### src/rtl/hazard_flush_ctrl_pkg.sv
// hfc_pkg: shared types and constants for the decode-stage sequencing
// controller and its helpers.
//   state_t   - controller FSM states
//   OP_*      - 5-bit opcodes (fd_instr[15:11]) that matter for source usage
//   NOP_INSTR - instruction word decode substitutes while flushing
package hfc_pkg;

    typedef enum logic [2:0] {
        RUN     = 3'd0,
        LDSTALL = 3'd1,
        FL2     = 3'd2,
        FL3     = 3'd3,
        HALTED  = 3'd4
    } state_t;

    localparam logic [4:0] OP_HALT     = 5'b00000;
    localparam logic [4:0] OP_NOP      = 5'b00001;
    localparam logic [4:0] OP_J        = 5'b00100;
    localparam logic [4:0] OP_JAL      = 5'b00110;
    localparam logic [4:0] OP_ST       = 5'b10000;
    localparam logic [4:0] OP_STU      = 5'b10011;
    localparam logic [4:0] OP_LBI      = 5'b11000;
    // R-type ALU group: shifts/rotates, add/sub/xor/andn, and the set ops
    localparam logic [4:0] OP_R_SHIFT  = 5'b11010;
    localparam logic [4:0] OP_R_ARITH  = 5'b11011;
    localparam logic [4:0] OP_R_SEQ    = 5'b11100;
    localparam logic [4:0] OP_R_SLT    = 5'b11101;
    localparam logic [4:0] OP_R_SLE    = 5'b11110;
    localparam logic [4:0] OP_R_SCO    = 5'b11111;

    localparam logic [15:0] NOP_INSTR  = 16'h0800;

endpackage

### src/rtl/hazard_flush_ctrl_if.sv
// hazard_flush_ctrl_if: pipeline-side signals of the decode sequencing
// controller.
//   master - pipeline: drives decode/execute status, receives controls
//   slave  - controller: reads status, drives pc_en/fd_en/dx_en, dx_bubble,
//            the three flush strobes and halted
interface hazard_flush_ctrl_if;
    import hfc_pkg::*;

    logic [15:0] fd_instr;
    logic        fd_valid;
    logic        dx_memRead;
    logic        dx_regWrite;
    logic [2:0]  dx_writeReg;
    logic        mispredict;
    logic        mem_stall;
    logic        pc_en;
    logic        fd_en;
    logic        dx_en;
    logic        dx_bubble;
    logic        flush;
    logic        flush_again;
    logic        flush_final;
    logic        halted;

    modport master (
        output fd_instr, fd_valid, dx_memRead, dx_regWrite, dx_writeReg,
               mispredict, mem_stall,
        input  pc_en, fd_en, dx_en, dx_bubble, flush, flush_again,
               flush_final, halted
    );

    modport slave (
        input  fd_instr, fd_valid, dx_memRead, dx_regWrite, dx_writeReg,
               mispredict, mem_stall,
        output pc_en, fd_en, dx_en, dx_bubble, flush, flush_again,
               flush_final, halted
    );

endinterface

### src/rtl/hazard_flush_ctrl_src_use_dec.sv
// src_use_dec: opcode -> which register source fields the instruction reads.
//   opcode  in  5  fd_instr[15:11]
//   uses_rs out 1  instruction reads rs (fd_instr[10:8])
//   uses_rt out 1  instruction reads rt (fd_instr[7:5])
module src_use_dec
    import hfc_pkg::*;
(
    input  logic [4:0] opcode,
    output logic       uses_rs,
    output logic       uses_rt
);

    assign uses_rs = !(opcode inside {OP_HALT, OP_NOP, OP_J, OP_JAL, OP_LBI});

    // Stores read their data register through the rt field
    assign uses_rt = opcode inside {OP_R_SHIFT, OP_R_ARITH, OP_R_SEQ, OP_R_SLT,
                                    OP_R_SLE, OP_R_SCO, OP_ST, OP_STU};

endmodule

### src/rtl/hazard_flush_ctrl.sv
// hazard_flush_ctrl: stall/bubble/flush sequencing around the decode stage.
//   clk, rst   - clock and synchronous active-high reset
//   bus.slave  - decode/execute status in; pc_en, fd_en, dx_en, dx_bubble,
//                flush/flush_again/flush_final and halted out
//   LD_BUBBLES - bubbles inserted per load-use hazard (1..3)
module hazard_flush_ctrl
    import hfc_pkg::*;
#(
    parameter int unsigned LD_BUBBLES = 1
)
(
    input  logic               clk,
    input  logic               rst,
    hazard_flush_ctrl_if.slave bus
);

    // The hazard cycle itself is the first bubble; LDSTALL covers the rest
    localparam logic [1:0] CNT_LOAD = (LD_BUBBLES > 1) ? 2'(LD_BUBBLES - 2) : 2'd0;

    state_t     state, state_n;
    logic [1:0] cnt, cnt_n;
    logic       uses_rs, uses_rt;
    logic       hz, halt_dec;
    logic [4:0] unused_fd_low;

    assign unused_fd_low = bus.fd_instr[4:0];

    src_use_dec u_src_use_dec (
        .opcode  (bus.fd_instr[15:11]),
        .uses_rs (uses_rs),
        .uses_rt (uses_rt)
    );

    assign hz = bus.fd_valid & bus.dx_memRead & bus.dx_regWrite &
                ((uses_rs & (bus.fd_instr[10:8] == bus.dx_writeReg)) |
                 (uses_rt & (bus.fd_instr[7:5]  == bus.dx_writeReg)));

    assign halt_dec = bus.fd_valid & (bus.fd_instr[15:11] == OP_HALT);

    always_comb begin
        bus.pc_en       = 1'b1;
        bus.fd_en       = 1'b1;
        bus.dx_en       = 1'b1;
        bus.dx_bubble   = 1'b0;
        bus.flush       = 1'b0;
        bus.flush_again = 1'b0;
        bus.flush_final = 1'b0;
        bus.halted      = 1'b0;
        state_n         = state;
        cnt_n           = cnt;
        if (!rst) begin
            bus.flush_again = (state == FL2);
            bus.flush_final = (state == FL3);
            bus.halted      = (state == HALTED);
            if (bus.mem_stall) begin
                // Whole front end frozen; a pending mispredict re-presents later
                bus.pc_en = 1'b0;
                bus.fd_en = 1'b0;
                bus.dx_en = 1'b0;
            end else begin
                unique case (state)
                    RUN: begin
                        if (bus.mispredict) begin
                            bus.flush = 1'b1;
                            state_n   = FL2;
                        end else if (halt_dec) begin
                            state_n = HALTED;
                        end else if (hz) begin
                            bus.pc_en     = 1'b0;
                            bus.fd_en     = 1'b0;
                            bus.dx_bubble = 1'b1;
                            if (LD_BUBBLES > 1) begin
                                state_n = LDSTALL;
                                cnt_n   = CNT_LOAD;
                            end
                        end
                    end
                    LDSTALL: begin
                        bus.pc_en     = 1'b0;
                        bus.fd_en     = 1'b0;
                        bus.dx_bubble = 1'b1;
                        if (cnt == 2'd0) state_n = RUN;
                        else             cnt_n   = cnt - 2'd1;
                    end
                    FL2: state_n = FL3;
                    FL3: state_n = RUN;
                    HALTED: begin
                        bus.pc_en     = 1'b0;
                        bus.fd_en     = 1'b0;
                        bus.dx_bubble = 1'b1;
                    end
                    default: state_n = RUN;
                endcase
            end
        end
    end

    always_ff @(posedge clk) begin
        if (rst) begin
            state <= RUN;
            cnt   <= '0;
        end else begin
            state <= state_n;
            cnt   <= cnt_n;
        end
    end

    // Execute holds a bubble during LDSTALL, so no branch can resolve there
    always_ff @(posedge clk) begin
        if (!rst && !bus.mem_stall)
            assert (!(state == LDSTALL && bus.mispredict));
    end

endmodule
### src/flat_wrapper.sv
// flat-port wrapper written by rule: the top's interface ports become plain ports
module hazard_flush_ctrl_flat import hfc_pkg::*;
#(
    parameter int unsigned LD_BUBBLES = 1
)
  (clk, rst, bus_fd_instr, bus_fd_valid, bus_dx_memRead, bus_dx_regWrite, bus_dx_writeReg, bus_mispredict, bus_mem_stall, bus_pc_en, bus_fd_en, bus_dx_en, bus_dx_bubble, bus_flush, bus_flush_again, bus_flush_final, bus_halted);
  hazard_flush_ctrl_if bus_i ();
  input  logic clk;
  input  logic rst;
  input wire logic [$bits(bus_i.fd_instr)-1:0] bus_fd_instr;
  input wire logic [$bits(bus_i.fd_valid)-1:0] bus_fd_valid;
  input wire logic [$bits(bus_i.dx_memRead)-1:0] bus_dx_memRead;
  input wire logic [$bits(bus_i.dx_regWrite)-1:0] bus_dx_regWrite;
  input wire logic [$bits(bus_i.dx_writeReg)-1:0] bus_dx_writeReg;
  input wire logic [$bits(bus_i.mispredict)-1:0] bus_mispredict;
  input wire logic [$bits(bus_i.mem_stall)-1:0] bus_mem_stall;
  output wire logic [$bits(bus_i.pc_en)-1:0] bus_pc_en;
  output wire logic [$bits(bus_i.fd_en)-1:0] bus_fd_en;
  output wire logic [$bits(bus_i.dx_en)-1:0] bus_dx_en;
  output wire logic [$bits(bus_i.dx_bubble)-1:0] bus_dx_bubble;
  output wire logic [$bits(bus_i.flush)-1:0] bus_flush;
  output wire logic [$bits(bus_i.flush_again)-1:0] bus_flush_again;
  output wire logic [$bits(bus_i.flush_final)-1:0] bus_flush_final;
  output wire logic [$bits(bus_i.halted)-1:0] bus_halted;
  assign bus_i.fd_instr = bus_fd_instr;
  assign bus_i.fd_valid = bus_fd_valid;
  assign bus_i.dx_memRead = bus_dx_memRead;
  assign bus_i.dx_regWrite = bus_dx_regWrite;
  assign bus_i.dx_writeReg = bus_dx_writeReg;
  assign bus_i.mispredict = bus_mispredict;
  assign bus_i.mem_stall = bus_mem_stall;
  assign bus_pc_en = bus_i.pc_en;
  assign bus_fd_en = bus_i.fd_en;
  assign bus_dx_en = bus_i.dx_en;
  assign bus_dx_bubble = bus_i.dx_bubble;
  assign bus_flush = bus_i.flush;
  assign bus_flush_again = bus_i.flush_again;
  assign bus_flush_final = bus_i.flush_final;
  assign bus_halted = bus_i.halted;
  hazard_flush_ctrl #(.LD_BUBBLES(LD_BUBBLES)) u_core (.clk(clk), .rst(rst), .bus(bus_i));
endmodule
### config.mk
export PLATFORM = sky130hd
export DESIGN_NAME = hazard_flush_ctrl_flat
export DESIGN_NICKNAME = d
export VERILOG_FILES = /design/src/rtl/hazard_flush_ctrl_pkg.sv /design/src/rtl/hazard_flush_ctrl_if.sv /design/src/rtl/hazard_flush_ctrl_src_use_dec.sv /design/src/rtl/hazard_flush_ctrl.sv /design/src/flat_wrapper.sv
export SDC_FILE = /design/constraint.sdc
export NUM_CORES = 1
export LEC_CHECK = 0
export ABC_CLOCK_PERIOD_IN_PS = 4360
export CAP_MARGIN = 25
export CORE_MARGIN = 1.5
export CORE_UTILIZATION = 36
export CTS_CLUSTER_DIAMETER = 30
export DETAILED_ROUTE_END_ITERATION = 16
export GPL_ROUTABILITY_DRIVEN = 0
export PLACE_DENSITY_LB_ADDON = 0.08
export SLEW_MARGIN = 10
export SYNTH_ARGS = -nofsm -noshare
export SYNTH_HDL_FRONTEND = slang
export SYNTH_SLANG_ARGS = --single-unit
### constraint.sdc
create_clock -name clk -period 4.36 [get_ports clk]
set_clock_uncertainty 0.15 [all_clocks]
set_input_delay 0.436 -clock clk [delete_from_list [all_inputs] [get_ports clk]]
set_output_delay 0.436 -clock clk [all_outputs]
set_load 0.02 [all_outputs]
==> flow_metrics.env <==
# implementation run metrics
export IMPL_portBuffers=28
export IMPL_first_global_vias=450
export IMPL_ff_type="sky130_fd_sc_hd__dfxtp_1"
export IMPL_r2r_setup_slack_ps=2760
export IMPL_grt_overflow=0
export IMPL_status="complete, no violations"
export IMPL_async_flop_share_pct=0
export IMPL_grt_usage_pct=17.3
export IMPL_top_cells_by_count="sky130_fd_sc_hd__nor2_1 (6), sky130_fd_sc_hd__nor3_1 (6), sky130_fd_sc_hd__dfxtp_1 (5)"
export IMPL_tritoncts="built"
export IMPL_clk_latency_ps=240
export IMPL_setup_violations_final=0
export IMPL_synth_seq_area_share_pct=20.1
export IMPL_end_kind="output port"
export IMPL_fin_crit_sh_pct=72.7
export IMPL_number_of_fill_cells_in_the_layout=131
export IMPL_worst_margin_pin_slew_ps=407
export IMPL_start_kind="primary input"
export IMPL_yosys_cell_types_count=30
export IMPL_slew_headroom_pct=72.7
export IMPL_ctsHoldBuffers=0
export IMPL_power_density_cell_area_nw_per_um2=193
export IMPL_detailed_place_area_sq_um=782
export IMPL_warnings=31
export IMPL_worstHoldEndpoint="u_core.cnt[0]$_SDFFE_PP0P_"
export IMPL_ctsLongestPathBuffers=2
export IMPL_yosys_area_sq_um=498
export IMPL_yosysTopAreaCell="sky130_fd_sc_hd__dfxtp_1"
export IMPL_mappedNetlistArea_sq_um=498
export IMPL_ys_warn_count=0
export IMPL_final_min_clock_period_ps=3170
export IMPL_die_y_um=40.2
export IMPL_rows=13
export IMPL_finalPower_uw=156
export IMPL_num_io_pins=34
export IMPL_area_growth_syn_to_layout_pct=62.3
export IMPL_numCtsBuffers=3
export IMPL_reg2reg_to="u_core.state[2]$_SDFFE_PP0P_"
export IMPL_reg2reg_from="u_core.state[2]$_SDFFE_PP0P_"
export IMPL_clkSinkCount=5
export IMPL_timing_hold_worst_class="reg -> reg"
export IMPL_postSynthRegisterBits=5
export IMPL_worstPathRequired_ps=3770
export IMPL_maxCapViolCount=0
export IMPL_grt_max_degree=13
export IMPL_finalMaxSlewViolations=0
export IMPL_rsz0062_at_grt="no"
export IMPL_p_leak_uw=0.000279
export IMPL_synthesis_instances=63
export IMPL_grt_antenna_before_repair=0
export IMPL_vdd_ir_drop_max_mv=0.177
export IMPL_routed_wirelength_um=1200
export IMPL_yosys_area_top_type_share_pct=20.1
export IMPL_die_outline_area_sq_um=1620
export IMPL_fp_utilization_pct=38.3
export IMPL_die_width_um=40.2
export IMPL_worstPathArrival_ps=2580
export IMPL_cts_resized_gates=0
export IMPL_edf_count=0
export IMPL_reg2regPathDepth=5
export IMPL_worst_hold_slack_ps=363
export IMPL_crit_end="bus_dx_bubble"
export IMPL_post_route_drc_count=0
export IMPL_hold_depth=2
export IMPL_fp_nets=90
export IMPL_post_route_cells_drive_above_1_share_pct=10.9
export IMPL_fmax_mhz=316
-- critical path: stages --
cell and delay (ps):
sky130_fd_sc_hd__clkdlybuf4s50_1 440, sky130_fd_sc_hd__nor3_1 390, sky130_fd_sc_hd__mux2i_1 120, sky130_fd_sc_hd__a21oi_1 170, sky130_fd_sc_hd__a21oi_1 80, sky130_fd_sc_hd__o41ai_2 290
sky130_fd_sc_hd__clkdlybuf4s50_1 650
-- layout make-up --
| type | count | area (sq um) | share of cell area [%] |
|---|---|---|---|
| Sequential cell | 5 | 100 | 12.4 |
| Timing Repair Buffer | 28 | 280 | 34.7 |
| Tap cell | 15 | 18.8 | 2.32 |
| Clock buffer | 4 | 26.3 | 3.25 |
| Multi-Input combinational cell | 52 | 372 | 46.0 |
| Inverter | 3 | 11.3 | 1.39 |
-- cell families (layout without fill, tap and decap cells) --
family / after synthesis / after routing / share of synthesized area, %
XOR/XNOR: 7 / 7 / 12.3
multiplexers: 3 / 3 / 6.03
AND/OR/NAND/NOR: 26 / 26 / 29.9
flip-flops: 5 / 5 / 20.1
adder cells (fa/ha/maj): 1 / 1 / 2.51
AND-OR/OR-AND: 15 / 15 / 23.9
buffers and inverters: 6 / 35 / 5.28
-- registers in the layout, summed over array words and instances, names as in the netlist --
signal,cells
u_core.cnt,2
u_core.state,3
-- per-stage QoR --
stage | cells | setup WS, ps | utilization, %
2_1_floorplan | 63 | 2150 | -
3_3_place_gp | 103 | 1220 | 60.1
3_5_place_dp | 103 | 1200 | 60.1
4_1_cts | 107 | 1190 | 62.1
5_1_grt | 107 | 1060 | 62.1
6_report | 107 | 1190 | 62.1
-- routing by layer --
layer / vias to the layer above / global-route usage, % / share of wire, %
met3: 2 / 5.00 / 6.3
met2: 26 / 27.0 / 48
met4: 0 / 5.00 / 0.42
met5: - / 0 / 0
li1: 291 / - / -
met1: 232 / 23.1 / 45
-- power by group --
| part | internal [uW] | leakage, uW | switching, uW | total, uW |
|---|---|---|---|---|
| Sequential | 47.0 | 0.0000406 | 2.54 | 49.5 |
| Combinational | 30.7 | 0.000224 | 22.1 | 52.8 |
| Clock | 34.6 | 0.0000150 | 19.2 | 53.9 |
| Total | 112 | 0.000279 | 43.8 | 156 |
-- cell usage in the layout, fill, tap and decap left out, types with 2 or more instances in the layout --
| cell type | instances |
|---|---|
| sky130_fd_sc_hd__nor3_1 | 6 |
| sky130_fd_sc_hd__xnor2_1 | 4 |
| sky130_fd_sc_hd__mux2i_1 | 3 |
| sky130_fd_sc_hd__nand2b_1 | 4 |
| sky130_fd_sc_hd__nand4_1 | 2 |
| sky130_fd_sc_hd__nand2_1 | 2 |
| sky130_fd_sc_hd__a21oi_1 | 4 |
| sky130_fd_sc_hd__inv_1 | 3 |
| sky130_fd_sc_hd__nor4_2 | 2 |
| sky130_fd_sc_hd__clkbuf_4 | 3 |
| sky130_fd_sc_hd__dfxtp_1 | 5 |
| sky130_fd_sc_hd__nor2_1 | 6 |
| sky130_fd_sc_hd__xor2_1 | 3 |
| sky130_fd_sc_hd__clkdlybuf4s50_1 | 28 |
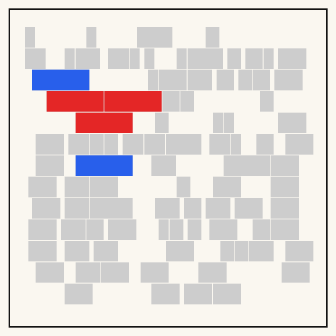
**Above:** register map, names as in the netlist.
Other cells in gray.
| name in the netlist | color | placed flops |
|---|---|---|
| u_core.cnt | blue | 2 |
| u_core.state | red | 3 |

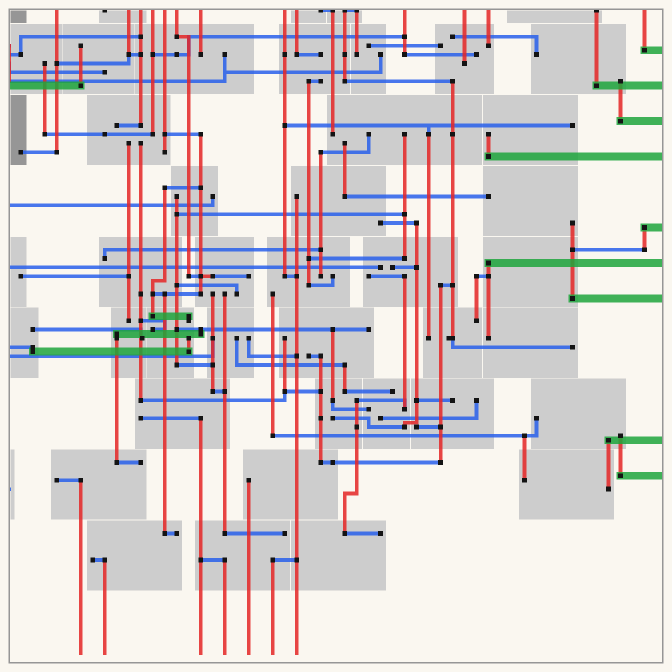
**Above:** layout detail.
Region (15, 0) to (40, 25) um. Cells in gray, sequential cells in the stronger gray; small squares are vias.
| layer | color |
|---|---|
| met1 | blue |
| met3 | green |
| met2 | red |
most frequent: clkdlybuf4s50_1 (14), mux2i_1 (2), a21oi_1 (2)
cells with their middle in the window: 35
sequential cells in the window: 0

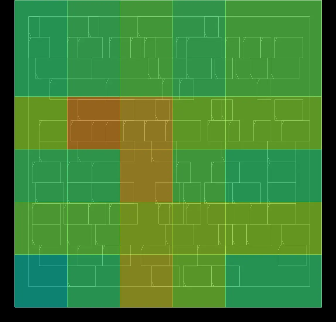
**Above:** routing congestion map.
final design utilization: 62.1%
global-route met3 utilization: 5.00%
routed len/inst: 11.2 um
most congested layer reported by global routing: met2
Global Route met2 Usage: 27.0%

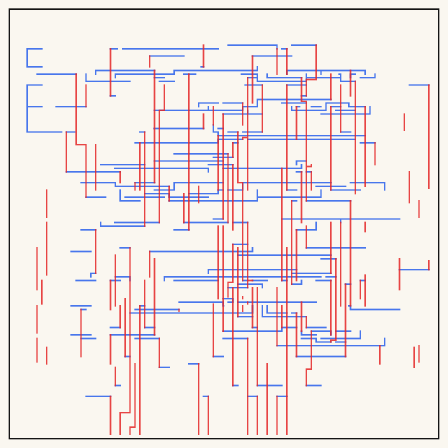
**Above:** wiring by layer.
Two of the layers only.
| layer | color | wire length |
|---|---|---|
| met2 | red | 575 um |
| met1 | blue | 547 um |

Power is estimated from default activity; no workload was simulated.
